<file path="src/rtl/fp_div.sv">
// fp_div: iterative FP32 divider, restoring division, one quotient bit per
// cycle, truncated result. Ports: clk, rst_n, start, data_1 (dividend),
// data_2 (divisor), data_quot (quotient), busy, done (one-cycle pulse).
module fp_div #(
  parameter int DATA_WIDTH = 32
) (
  input  logic                  clk,
  input  logic                  rst_n,
  input  logic                  start,
  input  logic [DATA_WIDTH-1:0] data_1,
  input  logic [DATA_WIDTH-1:0] data_2,
  output logic [DATA_WIDTH-1:0] data_quot,
  output logic                  busy,
  output logic                  done
);

  typedef enum logic [1:0] {
    IDLE,
    CALC,
    NORM
  } state_t;

  state_t      state_q, state_d;
  logic [4:0]  cnt_q, cnt_d;
  logic [24:0] rem_q, rem_d;
  logic [24:0] dvs_q, dvs_d;
  logic [24:0] quo_q, quo_d;
  logic [9:0]  exp_q, exp_d;
  logic        sign_q, sign_d;
  logic        zdiv_q, zdiv_d;
  logic        znum_q, znum_d;
  logic [31:0] quot_q, quot_d;
  logic        done_q, done_d;

  logic [24:0] diff;
  logic [24:0] r_sel;
  logic        ge;
  logic [9:0]  e_n;
  logic [22:0] mant;

  always_ff @(posedge clk or negedge rst_n) begin
    if (!rst_n) begin
      state_q <= IDLE;
      cnt_q   <= '0;
      rem_q   <= '0;
      dvs_q   <= '0;
      quo_q   <= '0;
      exp_q   <= '0;
      sign_q  <= 1'b0;
      zdiv_q  <= 1'b0;
      znum_q  <= 1'b0;
      quot_q  <= '0;
      done_q  <= 1'b0;
    end else begin
      state_q <= state_d;
      cnt_q   <= cnt_d;
      rem_q   <= rem_d;
      dvs_q   <= dvs_d;
      quo_q   <= quo_d;
      exp_q   <= exp_d;
      sign_q  <= sign_d;
      zdiv_q  <= zdiv_d;
      znum_q  <= znum_d;
      quot_q  <= quot_d;
      done_q  <= done_d;
    end
  end

  always_comb begin
    state_d = state_q;
    cnt_d   = cnt_q;
    rem_d   = rem_q;
    dvs_d   = dvs_q;
    quo_d   = quo_q;
    exp_d   = exp_q;
    sign_d  = sign_q;
    zdiv_d  = zdiv_q;
    znum_d  = znum_q;
    quot_d  = quot_q;
    done_d  = 1'b0;

    ge    = (rem_q >= dvs_q);
    diff  = rem_q - dvs_q;
    r_sel = ge ? diff : rem_q;
    // Q[24] set means the quotient is in [1,2); else the
    // leading one sits at Q[23] and the exponent drops by one.
    e_n   = quo_q[24] ? exp_q : exp_q - 10'd1;
    mant  = quo_q[24] ? quo_q[23:1] : quo_q[22:0];

    unique case (state_q)
      IDLE: begin
        if (start) begin
          state_d = CALC;
          cnt_d   = '0;
          sign_d  = data_1[31] ^ data_2[31];
          exp_d   = {2'b00, data_1[30:23]}
                  - {2'b00, data_2[30:23]}
                  + 10'd127;
          rem_d   = {2'b01, data_1[22:0]};
          dvs_d   = {2'b01, data_2[22:0]};
          quo_d   = '0;
          zdiv_d  = (data_2[30:23] == 8'h00);
          znum_d  = (data_1[30:23] == 8'h00);
        end
      end
      CALC: begin
        // Remainder stays below 2*D, so the shift never drops a one.
        rem_d = {r_sel[23:0], 1'b0};
        quo_d = {quo_q[23:0], ge};
        cnt_d = cnt_q + 5'd1;
        if (cnt_q == 5'd24) state_d = NORM;
      end
      NORM: begin
        state_d = IDLE;
        done_d  = 1'b1;
        if (zdiv_q)
          quot_d = {sign_q, 8'hFF, 23'h0};
        else if (znum_q)
          quot_d = {sign_q, 31'h0};
        else if ($signed(e_n) >= 10'sd255)
          quot_d = {sign_q, 8'hFF, 23'h0};
        else if ($signed(e_n) <= 10'sd0)
          quot_d = {sign_q, 31'h0};
        else
          quot_d = {sign_q, e_n[7:0], mant};
      end
      default: state_d = IDLE;
    endcase
  end

  assign data_quot = quot_q;
  assign busy      = (state_q != IDLE);
  assign done      = done_q;

endmodule
</file>
<file path="config.mk">
export PLATFORM = sky130hd
export DESIGN_NAME = fp_div
export DESIGN_NICKNAME = d
export VERILOG_FILES = /design/src/rtl/fp_div.sv
export SDC_FILE = /design/constraint.sdc
export NUM_CORES = 1
export LEC_CHECK = 0
export ABC_AREA = 1
export CAP_MARGIN = 20
export CORE_AREA = 2 2 124 126
export DETAILED_ROUTE_END_ITERATION = 10
export DIE_AREA = 0 0 126 128
export GPL_TIMING_DRIVEN = 1
export PLACE_DENSITY = 0.8
export SKIP_LAST_GASP = 1
export SYNTH_ARGS = -nofsm -noshare
export SYNTH_HDL_FRONTEND = slang
export SYNTH_SLANG_ARGS = --single-unit
</file>
<file path="constraint.sdc">
create_clock -name clk -period 2.87 [get_ports clk]
set_input_delay 0.4305 -clock clk [delete_from_list [all_inputs] [get_ports clk]]
set_output_delay 0.4305 -clock clk [all_outputs]
set_load 0.02 [all_outputs]
</file>
==> job_summary.md, run 1 <==
## Implementation flow summary

| Metric | Value |
|---|---|
| Post-synthesis adder-cell area fraction | `0.0591` |
| Io pins | `101` |
| FF-to-FF End | `rem_q[5]` |
| Number of hold buffers added after cts | `0` |
| Critical Path Sink Type | `flip-flop` |
| Reg-to-reg slack, setup | `410 ps` |
| Hold Vio Cnt, Final | `0` |
| Flops after synth | `127` |
| Crit-path max FO | `11` |
| Synth Area in XOR/XNOR | `0.0243` |
| Cell area leaders | `dfrtp_1, nand2_1, inv_1` |
| Initial antenna violation count | `0` |
| Share of flip-flops with an asynchronous set or reset | `1.00` |
| Final worst-path cycle share | `0.856` |
| Combinational power share | `0.584` |
| Slew HR | `0.510` |
| Detail Placement HPWL | `14900 um` |
| First-pass GRT wire length | `34600 um` |
| Syn_nets | `roughly 1200` |
| H-tree depth | `4` |
| Post-synthesis cell count | `around 1100` |
| Antenna diodes | `0` |
| Comb power | `6.99 mW` |
| Worst slack, placed | `188 ps` |
| CTS buffer count | `17` |
| Reg clk slew, reported paths | `60 ps` |
| Routed WL per cell | `about 14 um` |
| Largest logic family | `simple AND/OR/NAND/NOR gates` |
| Flip-flops with a built-in enable | `0` |
| HP Class | `input port to async pin` |
| Residual DRC | `0` |
| Clock Sinks | `about 130` |
| Via/cell ratio | `roughly 5.4` |
| Synth cell count leaders | `nand2_1, inv_1, dfrtp_1, nor2_1, o21ai_0` |
| Finished Cell Area | `10100 um^2` |
| Syn avg cell area | `7.26 um^2` |
| DP Cell Count | `roughly 1400` |
| Pwr top | `combinational logic` |
| Top area contributor share | `0.383` |
| YS chip area | `about 8300 um^2` |
| PD cells | `~1200 nW/um^2` |
| Outcome | `complete, no violations` |
| Post-route minimum period | `2460 ps` |
| Setup Fix Bufs, Post-CTS | `0` |
| Simple share | `0.299` |
| Max Clock Skew | `about 7.7 ps` |
## run 1: worst max path at each step
stage,cells after the start,endpoint,slack (ps),from
6_report,15,rem_q[5],410,dvs_q[2]
4_1_cts,15,rem_q[4],430,dvs_q[2]
3_5_place_dp,12,exp_q[8],190,data_2[23]
2_1_floorplan,10,exp_q[5],760,data_1[23]
3_3_place_gp,13,exp_q[8],250,data_2[23]
5_1_grt,13,data_quot[24],200,exp_q[0]
## run 1: critical path, delay by kind of cell (launching register included)
family	cells	cell delay [ps]
AND/OR/NAND/NOR	9	950
buffers and inverters	3	410
flip-flops	1	350
AND-OR/OR-AND	2	330
adder cells (fa/ha/maj)	1	300
## run 1: area by class of cell
cell class / instances / area (um^2) / share of cell area
Clock buffer: 17 / 425 / 0.0422
Clock inverter: 15 / 164 / 0.0163
Inverter: 175 / 664 / 0.0660
Multi-Input combinational cell: 799 / 4240 / 0.421
Sequential cell: 127 / 3180 / 0.316
Tap cell: 188 / 235 / 0.0234
Timing Repair Buffer: 120 / 1160 / 0.115
## run 1: per-layer routing
layer / up-vias / share of wire / wire length, um / track usage
li1: 3888 / - / - / -
met1: 3604 / 0.46 / 9490 / 0.356
met2: 245 / 0.46 / 9610 / 0.441
met3: 48 / 0.049 / 1020 / 0.0422
met4: 0 / 0.027 / 555 / 0.103
met5: - / 0 / 0 / 0
## run 1: registers in the layout, summed over array words and instances, names as in the netlist
signal     count
data_quot     32
quo_q         25
rem_q         25
dvs_q         24
exp_q         10
cnt_q          5
state_q        2
done           1
sign_q         1
zdiv_q         1
znum_q         1
==> run_1/pinout.png <==
(4 px per um) Pins as bars across the die edge, other pins in gray.
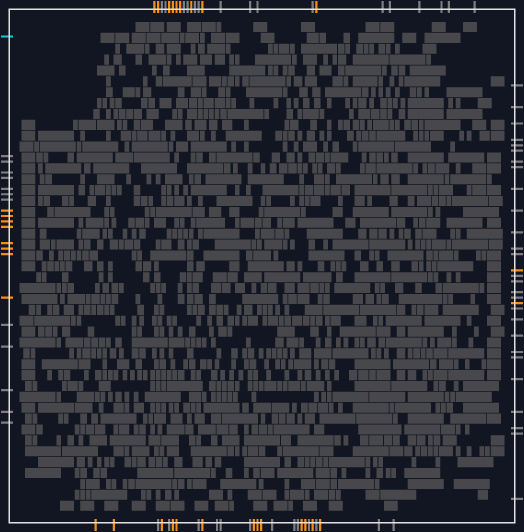
- cyan: `clk` (pins 1; direction input; edge west)
- orange: `data_1` (pins 32; direction input; edge 13 south, 9 north, 8 west, 2 east)
- all pins by edge: 29 east, 26 south, 25 north, 21 west
port bufs: 100
Die X-Extent: 126 um

==> run_1/placed.png <==
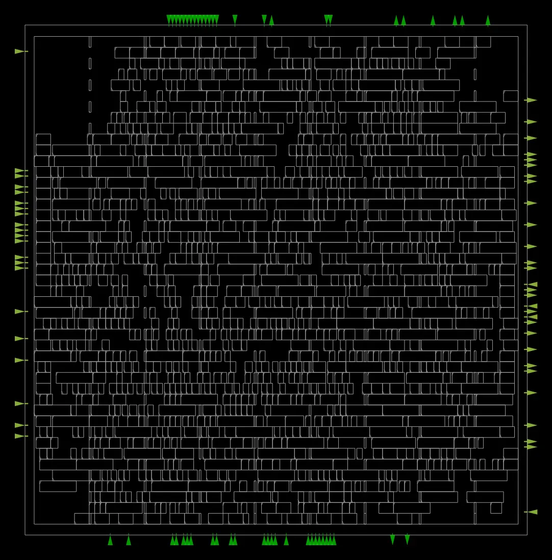
post-route insts no fill: 1441
fraction of area in registers: 0.316

==> run_1/closeup.png <==
Region (43, 44) to (83, 84) um. Cells in gray, sequential cells in the stronger gray; small squares are vias.
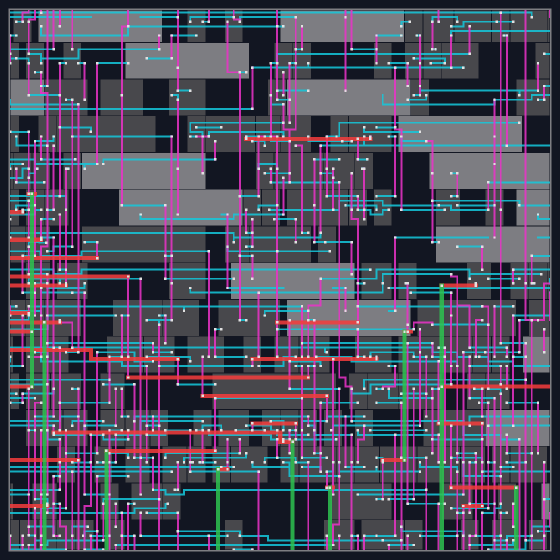
- cyan: M1
- magenta: M2
- green: M4
- red: M3
- sequential cells in the window: 12
- cells with their middle in the window: 153
- most frequent: nand2_1 (36), inv_1 (17), nor2_1 (16)
- netlist names of flops here include: `cnt_q` (5), `rem_q` (4), `state_q` (2)

==> run 1 -> run 2 <==
--- a/config.mk
+++ b/config.mk
@@ -12,6 +12,7 @@
 export DIE_AREA = 0 0 126 128
 export GPL_TIMING_DRIVEN = 1
 export PLACE_DENSITY = 0.8
+export SKIP_CTS_REPAIR_TIMING = 1
 export SKIP_LAST_GASP = 1
 export SYNTH_ARGS = -nofsm -noshare
 export SYNTH_HDL_FRONTEND = slang
==> run_2/layers.png <==
(3 px per um) Two of the layers only.
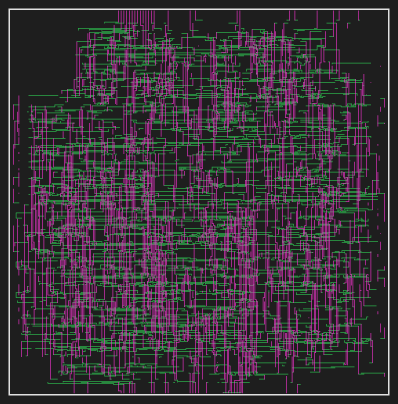
- magenta: M2 (wire length 9610 um)
- green: M1 (wire length 9490 um)

==> run_2/pinout.png <==
(4 px per um) Pins as bars across the die edge, other pins in gray.
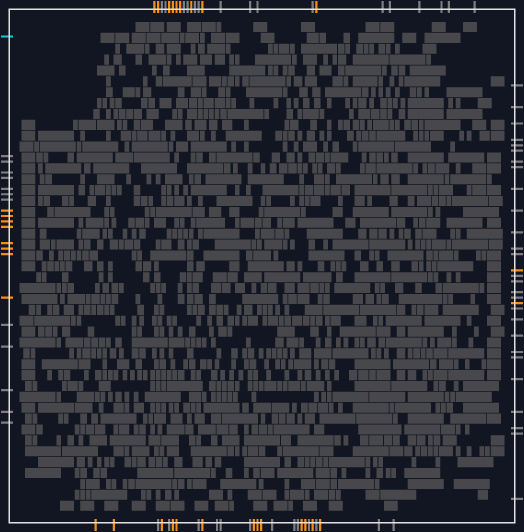
- orange: `data_1` (pins 32; direction input; edge 13 south, 9 north, 8 west, 2 east)
- cyan: `clk` (pins 1; direction input; edge west)

==> run 2 against run 1 <==
  * Die size unchanged
  * Hold slack unchanged
  * Count of clock-buffer cells in the layout unchanged
  * Via count unchanged
  * Setup slack unchanged
  * Synthesized cell count unchanged
  * Routed wire length unchanged
  * Global-route usage unchanged
==> job_summary.md, run 2 <==
## Implementation flow summary

| Metric | Value |
|---|---|
| Outcome | `complete, no violations` |
| Synth cell count leaders | `nand2_1, inv_1, dfrtp_1, nor2_1, o21ai_0` |
| Initial antenna violation count | `0` |
| Flops after synth | `127` |
| Syn_nets | `1248` |
| Routed WL per cell | `~14 um` |
| Io pins | `101` |
| Cell area leaders | `dfrtp_1, nand2_1, inv_1` |
| Post-synthesis cell count | `1143` |
| Antenna diodes | `0` |
| Flip-flops with a built-in enable | `0` |
| Detail Placement HPWL | `14900 um` |
| Reg clk slew, reported paths | `60 ps` |
| Via/cell ratio | `between 5 and 6` |
| Max Clock Skew | `7.68 ps` |
| Hold Vio Cnt, Final | `0` |
| Finished Cell Area | `a little over 10000 um^2` |
| FF-to-FF End | `rem_q[5]` |
| H-tree depth | `4` |
| Worst Path Buf+Inv | `3` |
| Slew HR | `0.510` |
| YS chip area | `8300 um^2` |
| Clock Sinks | `127` |
| CTS buffer count | `17` |
| Top area contributor share | `0.383` |
| Share of flip-flops with an asynchronous set or reset | `1.00` |
| Crit-path max FO | `11` |
| Crit. path cell count | `15` |
| Port bufs | `100` |
| PD cells | `1190 nW/um^2` |
| Reg-to-reg slack, setup | `410 ps` |
| Max reg flops | `32` |
| Crit path launch | `dvs_q[2]` |
| Delay-heaviest family, CP | `simple AND/OR/NAND/NOR gates` |
| Syn avg cell area | `7.26 um^2` |
| Residual DRC | `0` |
| Critical Path Sink Type | `flip-flop` |
run 2: cell counts after synthesis:
No cell type changed its count.
run 2: through the flow:
stage / utilization / total power [mW] / worst slack (ps) / instances / hold slack (ps)
finish: 0.678 / 12.0 / 414 / 1441 / 13.0
CTS: 0.678 / 11.9 / 435 / 1441 / 38.1
detailed placement: 0.638 / 9.71 / 188 / 1409 / 448
global route: 0.678 / 13.0 / 195 / 1441 / 70.5
floorplan: - / 8.07 / 761 / 1143 / 135
global placement: 0.638 / 9.56 / 253 / 1409 / 445
run 2: kinds of logic after synthesis:
logic type                 count (synthesis)  share of synthesized area
xor gates and xnor gates                  23                     0.0243
and+or+nand+nor                          547                      0.299
muxes                                      2                    0.00241
adders and majority gates                 38                     0.0591
buffers and inverters                    217                      0.105
AOI/OAI and AO/OA                        189                      0.127
DFF                                      127                      0.383
run 2: final cells by class:
type | instances | area (um^2)
fill | 1285 | 4790
multi-input combinational | 799 | 4240
sequential | 127 | 3180
timing repair buffer | 120 | 1160
inverter | 175 | 664
clock buffer | 17 | 425
tap | 188 | 235
clock inverter | 15 | 164
run 2: power groups by stage:
stage	clock [mW]	combinational (mW)	sequential (mW)
finish	2.15	6.99	2.83
global route	2.24	7.90	2.90
CTS	2.17	6.93	2.83
detailed placement	0	6.86	2.84
global placement	0	6.74	2.82
floorplan	0	5.27	2.79
run 2: per-layer routing:
metal	vias to the layer above	GRT usage	wire length, um	part of all wire
li1	3888	-	-	-
met1	3604	0.356	9490	0.46
met2	245	0.441	9610	0.46
met3	48	0.0422	1020	0.049
met4	0	0.103	555	0.027
met5	-	0	0	0
Power and IR drop assume default switching activity.
